==> src/rtl/multdiv_pkg.sv <==
// Shared types for the sequential multiply/divide unit: FSM states and opcode encoding.
package multdiv_pkg;

    typedef enum logic [1:0] {
        IDLE = 2'd0,
        MULT = 2'd1,
        DIV  = 2'd2,
        DONE = 2'd3
    } state_e;

    localparam logic OP_MULT = 1'b0;
    localparam logic OP_DIV  = 1'b1;

endpackage

==> src/rtl/multdiv_seq_step_counter.sv <==
// Iteration counter for multdiv_seq: synchronous clear/enable, terminal count at WIDTH-1.
module step_counter #(
    parameter int WIDTH = 32,
    parameter int CNT_W = $clog2(WIDTH + 1)
) (
    input  logic clk_i,
    input  logic rst_i,
    input  logic clr_i,
    input  logic en_i,
    output logic tc_o
);

    logic [CNT_W-1:0] cnt_q;

    always_ff @(posedge clk_i) begin
        if (rst_i || clr_i) begin
            cnt_q <= '0;
        end else if (en_i) begin
            cnt_q <= cnt_q + 1'b1;
        end
    end

    assign tc_o = (cnt_q == CNT_W'(WIDTH - 1));

endmodule

==> src/rtl/multdiv_seq.sv <==
// Sequential one-bit-per-cycle multiplier (Booth / shift-add) and restoring divider
// with a single result register set updated on entry to DONE.
module multdiv_seq
    import multdiv_pkg::*;
#(
    parameter int WIDTH = 32,
    parameter int CNT_W = $clog2(WIDTH + 1)
) (
    input  logic             clock,
    input  logic             reset,
    input  logic [WIDTH-1:0] data_operandA,
    input  logic [WIDTH-1:0] data_operandB,
    input  logic             ctrl_MULT,
    input  logic             ctrl_DIV,
    input  logic             ctrl_SIGNED,
    output logic [WIDTH-1:0] data_result,
    output logic [WIDTH-1:0] data_remainder,
    output logic             data_exception,
    output logic             data_resultRDY,
    output logic             busy
);

    localparam logic [WIDTH-1:0] MIN_VAL = {1'b1, {(WIDTH-1){1'b0}}};

    function automatic logic [WIDTH-1:0] magnitude(input logic [WIDTH-1:0] v, input logic neg);
        return neg ? (~v + 1'b1) : v;
    endfunction

    state_e           state_q;
    logic             op_q;
    logic             sgn_q;
    logic [WIDTH-1:0] mcand_q;
    logic [WIDTH:0]   acc_q;
    logic [WIDTH-1:0] lo_q;
    logic             qm1_q;
    logic             qneg_q;
    logic             rneg_q;
    logic             ovf_q;
    logic             iter_done_q;
    logic [WIDTH-1:0] result_q;
    logic [WIDTH-1:0] rem_q;
    logic             exc_q;
    logic             rdy_q;
    logic             busy_q;

    logic [WIDTH:0]   acc_d;
    logic [WIDTH-1:0] lo_d;
    logic             qm1_d;
    logic [WIDTH:0]   mcand_ext;
    logic [WIDTH:0]   acc_sum;
    logic [WIDTH:0]   shifted;

    logic             start;
    logic             a_neg;
    logic             b_neg;
    logic [WIDTH-1:0] mag_a;
    logic [WIDTH-1:0] mag_b;
    logic             cnt_en;
    logic             cnt_tc;
    logic [WIDTH:0]   hi_chk;
    logic             mul_exc;
    logic [WIDTH-1:0] div_quo;
    logic [WIDTH-1:0] div_rem;

    assign start = (state_q == IDLE) && (ctrl_MULT || ctrl_DIV);
    assign a_neg = ctrl_SIGNED & data_operandA[WIDTH-1];
    assign b_neg = ctrl_SIGNED & data_operandB[WIDTH-1];
    assign mag_a = magnitude(data_operandA, a_neg);
    assign mag_b = magnitude(data_operandB, b_neg);
    assign cnt_en = ((state_q == MULT) || (state_q == DIV)) && !iter_done_q;

    step_counter #(
        .WIDTH (WIDTH),
        .CNT_W (CNT_W)
    ) u_step_counter (
        .clk_i (clock),
        .rst_i (reset),
        .clr_i (start),
        .en_i  (cnt_en),
        .tc_o  (cnt_tc)
    );

    // One iteration: Booth/shift-add step for multiply, restoring step for divide.
    always_comb begin
        mcand_ext = sgn_q ? {mcand_q[WIDTH-1], mcand_q} : {1'b0, mcand_q};
        acc_sum   = acc_q;
        shifted   = {acc_q[WIDTH-1:0], lo_q[WIDTH-1]};
        acc_d     = acc_q;
        lo_d      = lo_q;
        qm1_d     = qm1_q;
        if (op_q == OP_MULT) begin
            if (sgn_q) begin
                case ({lo_q[0], qm1_q})
                    2'b01:   acc_sum = acc_q + mcand_ext;
                    2'b10:   acc_sum = acc_q - mcand_ext;
                    default: acc_sum = acc_q;
                endcase
            end else if (lo_q[0]) begin
                acc_sum = acc_q + mcand_ext;
            end
            acc_d = {sgn_q & acc_sum[WIDTH], acc_sum[WIDTH:1]};
            lo_d  = {acc_sum[0], lo_q[WIDTH-1:1]};
            qm1_d = lo_q[0];
        end else begin
            if (shifted >= {1'b0, mcand_q}) begin
                acc_d = shifted - {1'b0, mcand_q};
                lo_d  = {lo_q[WIDTH-2:0], 1'b1};
            end else begin
                acc_d = shifted;
                lo_d  = {lo_q[WIDTH-2:0], 1'b0};
            end
        end
    end

    // Signed products must fit in WIDTH bits: top WIDTH+1 product bits all equal.
    assign hi_chk  = {acc_q[WIDTH-1:0], lo_q[WIDTH-1]};
    assign mul_exc = sgn_q ? !((&hi_chk) || !(|hi_chk)) : (|acc_q[WIDTH-1:0]);
    assign div_quo = magnitude(lo_q, qneg_q);
    assign div_rem = magnitude(acc_q[WIDTH-1:0], rneg_q);

    always_ff @(posedge clock) begin
        if (reset) begin
            state_q     <= IDLE;
            op_q        <= OP_MULT;
            sgn_q       <= 1'b0;
            mcand_q     <= '0;
            acc_q       <= '0;
            lo_q        <= '0;
            qm1_q       <= 1'b0;
            qneg_q      <= 1'b0;
            rneg_q      <= 1'b0;
            ovf_q       <= 1'b0;
            iter_done_q <= 1'b0;
            result_q    <= '0;
            rem_q       <= '0;
            exc_q       <= 1'b0;
            rdy_q       <= 1'b0;
            busy_q      <= 1'b0;
        end else begin
            rdy_q <= 1'b0;
            case (state_q)
                IDLE: begin
                    if (start) begin
                        busy_q      <= 1'b1;
                        sgn_q       <= ctrl_SIGNED;
                        iter_done_q <= 1'b0;
                        acc_q       <= '0;
                        qm1_q       <= 1'b0;
                        if (ctrl_MULT) begin
                            op_q    <= OP_MULT;
                            mcand_q <= data_operandA;
                            lo_q    <= data_operandB;
                            state_q <= MULT;
                        end else if (data_operandB == '0) begin
                            op_q     <= OP_DIV;
                            result_q <= '0;
                            rem_q    <= data_operandA;
                            exc_q    <= 1'b1;
                            rdy_q    <= 1'b1;
                            state_q  <= DONE;
                        end else begin
                            op_q    <= OP_DIV;
                            mcand_q <= mag_b;
                            lo_q    <= mag_a;
                            qneg_q  <= a_neg ^ b_neg;
                            rneg_q  <= a_neg;
                            ovf_q   <= ctrl_SIGNED && (data_operandA == MIN_VAL) &&
                                       (&data_operandB);
                            state_q <= DIV;
                        end
                    end
                end
                MULT, DIV: begin
                    if (iter_done_q) begin
                        if (op_q == OP_MULT) begin
                            result_q <= lo_q;
                            rem_q    <= '0;
                            exc_q    <= mul_exc;
                        end else begin
                            result_q <= div_quo;
                            rem_q    <= div_rem;
                            exc_q    <= ovf_q;
                        end
                        rdy_q   <= 1'b1;
                        state_q <= DONE;
                    end else begin
                        acc_q <= acc_d;
                        lo_q  <= lo_d;
                        qm1_q <= qm1_d;
                        if (cnt_tc) begin
                            iter_done_q <= 1'b1;
                        end
                    end
                end
                DONE: begin
                    state_q <= IDLE;
                    busy_q  <= 1'b0;
                end
                default: state_q <= IDLE;
            endcase
        end
    end

    assign data_result    = result_q;
    assign data_remainder = rem_q;
    assign data_exception = exc_q;
    assign data_resultRDY = rdy_q;
    assign busy           = busy_q;

endmodule

==> config.mk <==
export PLATFORM = sky130hd
export DESIGN_NAME = multdiv_seq
export DESIGN_NICKNAME = d
export VERILOG_FILES = /design/src/rtl/multdiv_pkg.sv /design/src/rtl/multdiv_seq_step_counter.sv /design/src/rtl/multdiv_seq.sv
export SDC_FILE = /design/constraint.sdc
export NUM_CORES = 1
export LEC_CHECK = 0
export CAP_MARGIN = 20
export CORE_MARGIN = 3
export CORE_UTILIZATION = 61
export CTS_CLUSTER_SIZE = 24
export DETAILED_ROUTE_END_ITERATION = 10
export PLACE_DENSITY = 0.83
export SKIP_LAST_GASP = 1
export SYNTH_ARGS = -nofsm -noshare
export SYNTH_HDL_FRONTEND = slang
export SYNTH_SLANG_ARGS = --single-unit
==> constraint.sdc <==
create_clock -name clock -period 4.1 [get_ports clock]
set_input_delay 1.025 -clock clock [delete_from_list [all_inputs] [get_ports clock]]
set_output_delay 1.025 -clock clock [all_outputs]
set_load 0.005 [all_outputs]
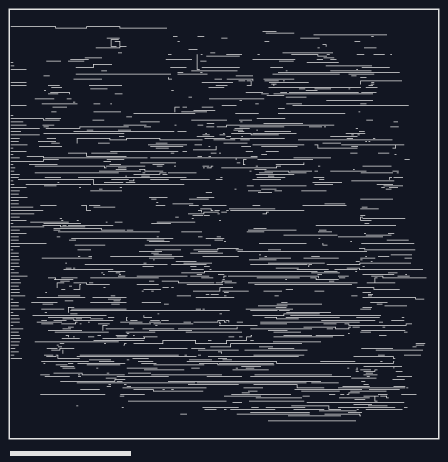
*Metal 3*
The bar under the picture is 50 um long.
nets with wire on the layer: 526
share of all routed wire: 12%
longest straight run: 65.8 um
main direction: horizontal
Total Wirelength: 69200 um
vias: 21100

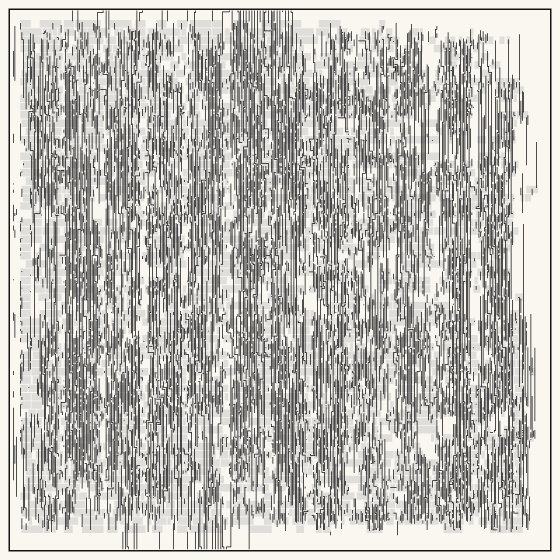
*Metal 2*
Cells faint in the background.
main direction: vertical
share of all routed wire: 43%
nets with wire on the layer: 2377
longest straight run: 61.9 um
wire length on this layer: 30.0 mm
grt met2 use: 66.5%

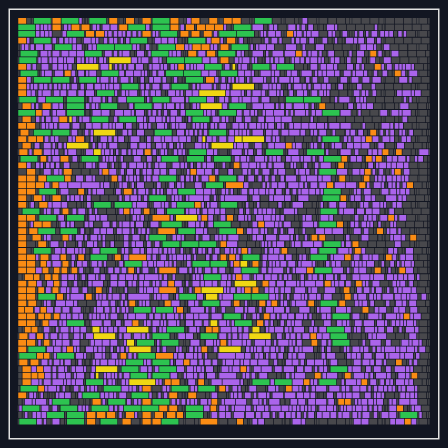
*Placement by cell class*
Fill, decap, tap and diode cells in grey.
legend:
  registers:
    colour: green
    cells: 179
    share_of_their_area: 18%
  remaining logic cells:
    colour: purple
    cells: 2181
    share_of_their_area: 67%
  remaining buffers and delay cells:
    colour: orange
    cells: 293
    share_of_their_area: 13%
  clock drivers and dummy loads:
    colour: yellow
    cells: 32
    share_of_their_area: 2.9%
row cnt: 62
flop share of the area: 17.2%
post-layout util: 72.3%
core area: 0.0288 mm^2

==> results_dict.tcl <==
# yosys + openroad results
set metrics [dict create \
    status "finished, final reports clean" \
    grt_setup_unrepaired "no" \
    pwr-share-seq_pct 18.0 \
    crit_path_end_kind "register" \
    min_period_ns 3.93 \
    synth_area_mm2 0.0179 \
    grt-ovfl-total 0 \
    placedCellCount 3037 \
    route.detailed.drc 0 \
    most-common-layout-cells "nand2_1 (309), a21oi_1 (287), nor2_1 (246), dfxtp_1 (178), buf_4 (152)" \
    swShare_pct 52.8 \
    yosysTopAreaCell "dfxtp_1" \
    synth_seq_share_pct 20.0 \
    crit_top_cell "o21ai_0" \
    slew_headroom_pct 27.2 \
    max_stage_delay_ns 0.42 \
    ant_nets 0 \
    ir_worst_vdd_mv 0.535 \
    powerDensity_mw_per_mm2 785 \
    worst_slack_ns 0.171 \
    tightest_slew_ns 1.09 \
    hold_path_class "register to register" \
    intPower_mw 7.70 \
    edf_count 0 \
    synthArstFlopShare_pct 0 \
    worstPathArrival_ns 4.27 \
]
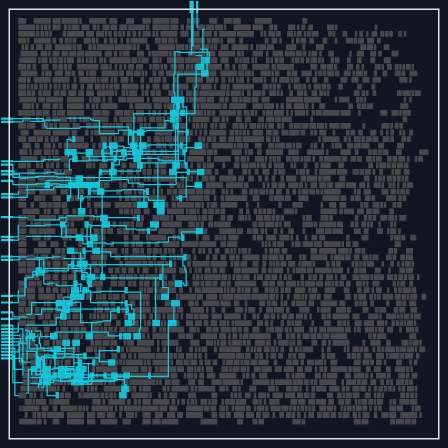
*Nets reached from selected ports*
legend:
  `data_operandA`:
    colour: cyan
    bits: 32
    direction: input
    edge: 29 west, 3 north
    end_cells: 142
    buffers: 46
    wire: 2920 um
I/O pins: 136
port bufs: 135

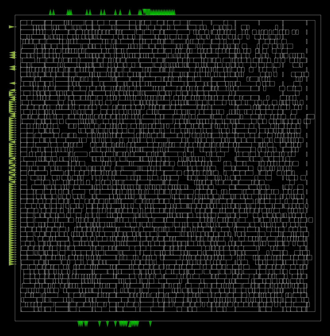
*Placed standard cells*
flip-flops: 179
fillcell total: 2378
Post-Layout Cell Count: 3069
Tap Cells: 384

power groups by stage:
stage	combinational [mW]	clock (mW)	sequential, mW
after floorplan	7.71	0	2.68
final	11.7	1.70	2.95
after global routing	12.5	1.75	2.99
after CTS	11.3	1.69	2.91
after detailed placement	11.2	0	2.94
after global placement	11.0	0	2.91
worst paths after layout:
check,startpoint,endpoint,slack [ns],depth (start not counted)
min reg2reg,data_result[20]$_SDFFE_PP0P_,data_result[20]$_SDFFE_PP0P_,0.45,2
min,data_result[20]$_SDFFE_PP0P_,data_result[20]$_SDFFE_PP0P_,0.45,2
max reg2reg,acc_q[0]$_SDFFE_PP0P_,acc_q[29]$_SDFFE_PP0P_,0.17,14
max,acc_q[0]$_SDFFE_PP0P_,acc_q[29]$_SDFFE_PP0P_,0.17,14
layout make-up:
cell class	count	area, um^2
Multi-Input combinational cell	2076	13100
Fill cell	2378	7980
Tap cell	384	480
Clock buffer	23	458
Timing Repair Buffer	293	2630
Sequential cell	179	3590
Clock inverter	9	121
Inverter	105	394
logic make-up (layout without fill, tap and decap cells):
family          Yosys count  after routing  synth area share (%)
fa+ha+maj               110            110                  7.82
buf+inv                 315            430                  6.82
simple gates            891            891                  23.1
flops                   179            179                  20.0
xor+xnor                178            178                  8.72
mux                      48             48                  2.70
compound gates          849            849                  30.8
metal layers:
layer / GRT usage (%) / share of wire, %
met5: 0 / 0
met4: 22.1 / 6.2
met3: 8.49 / 12
met2: 66.5 / 43
met1: 55.8 / 38
stage by stage:
stage               cell area [um^2]  total power, mW  setup TNS, ns  util (%)
floorplan                      17900             10.4              0         -
CTS                            20800             15.9              0      72.3
global placement               20200             13.9        -0.0824      70.2
detailed placement             20200             14.1         -0.146      70.2
finish                         20800             16.3              0      72.3
global route                   20800             17.2              0      72.3
Power and IR drop assume default switching activity.
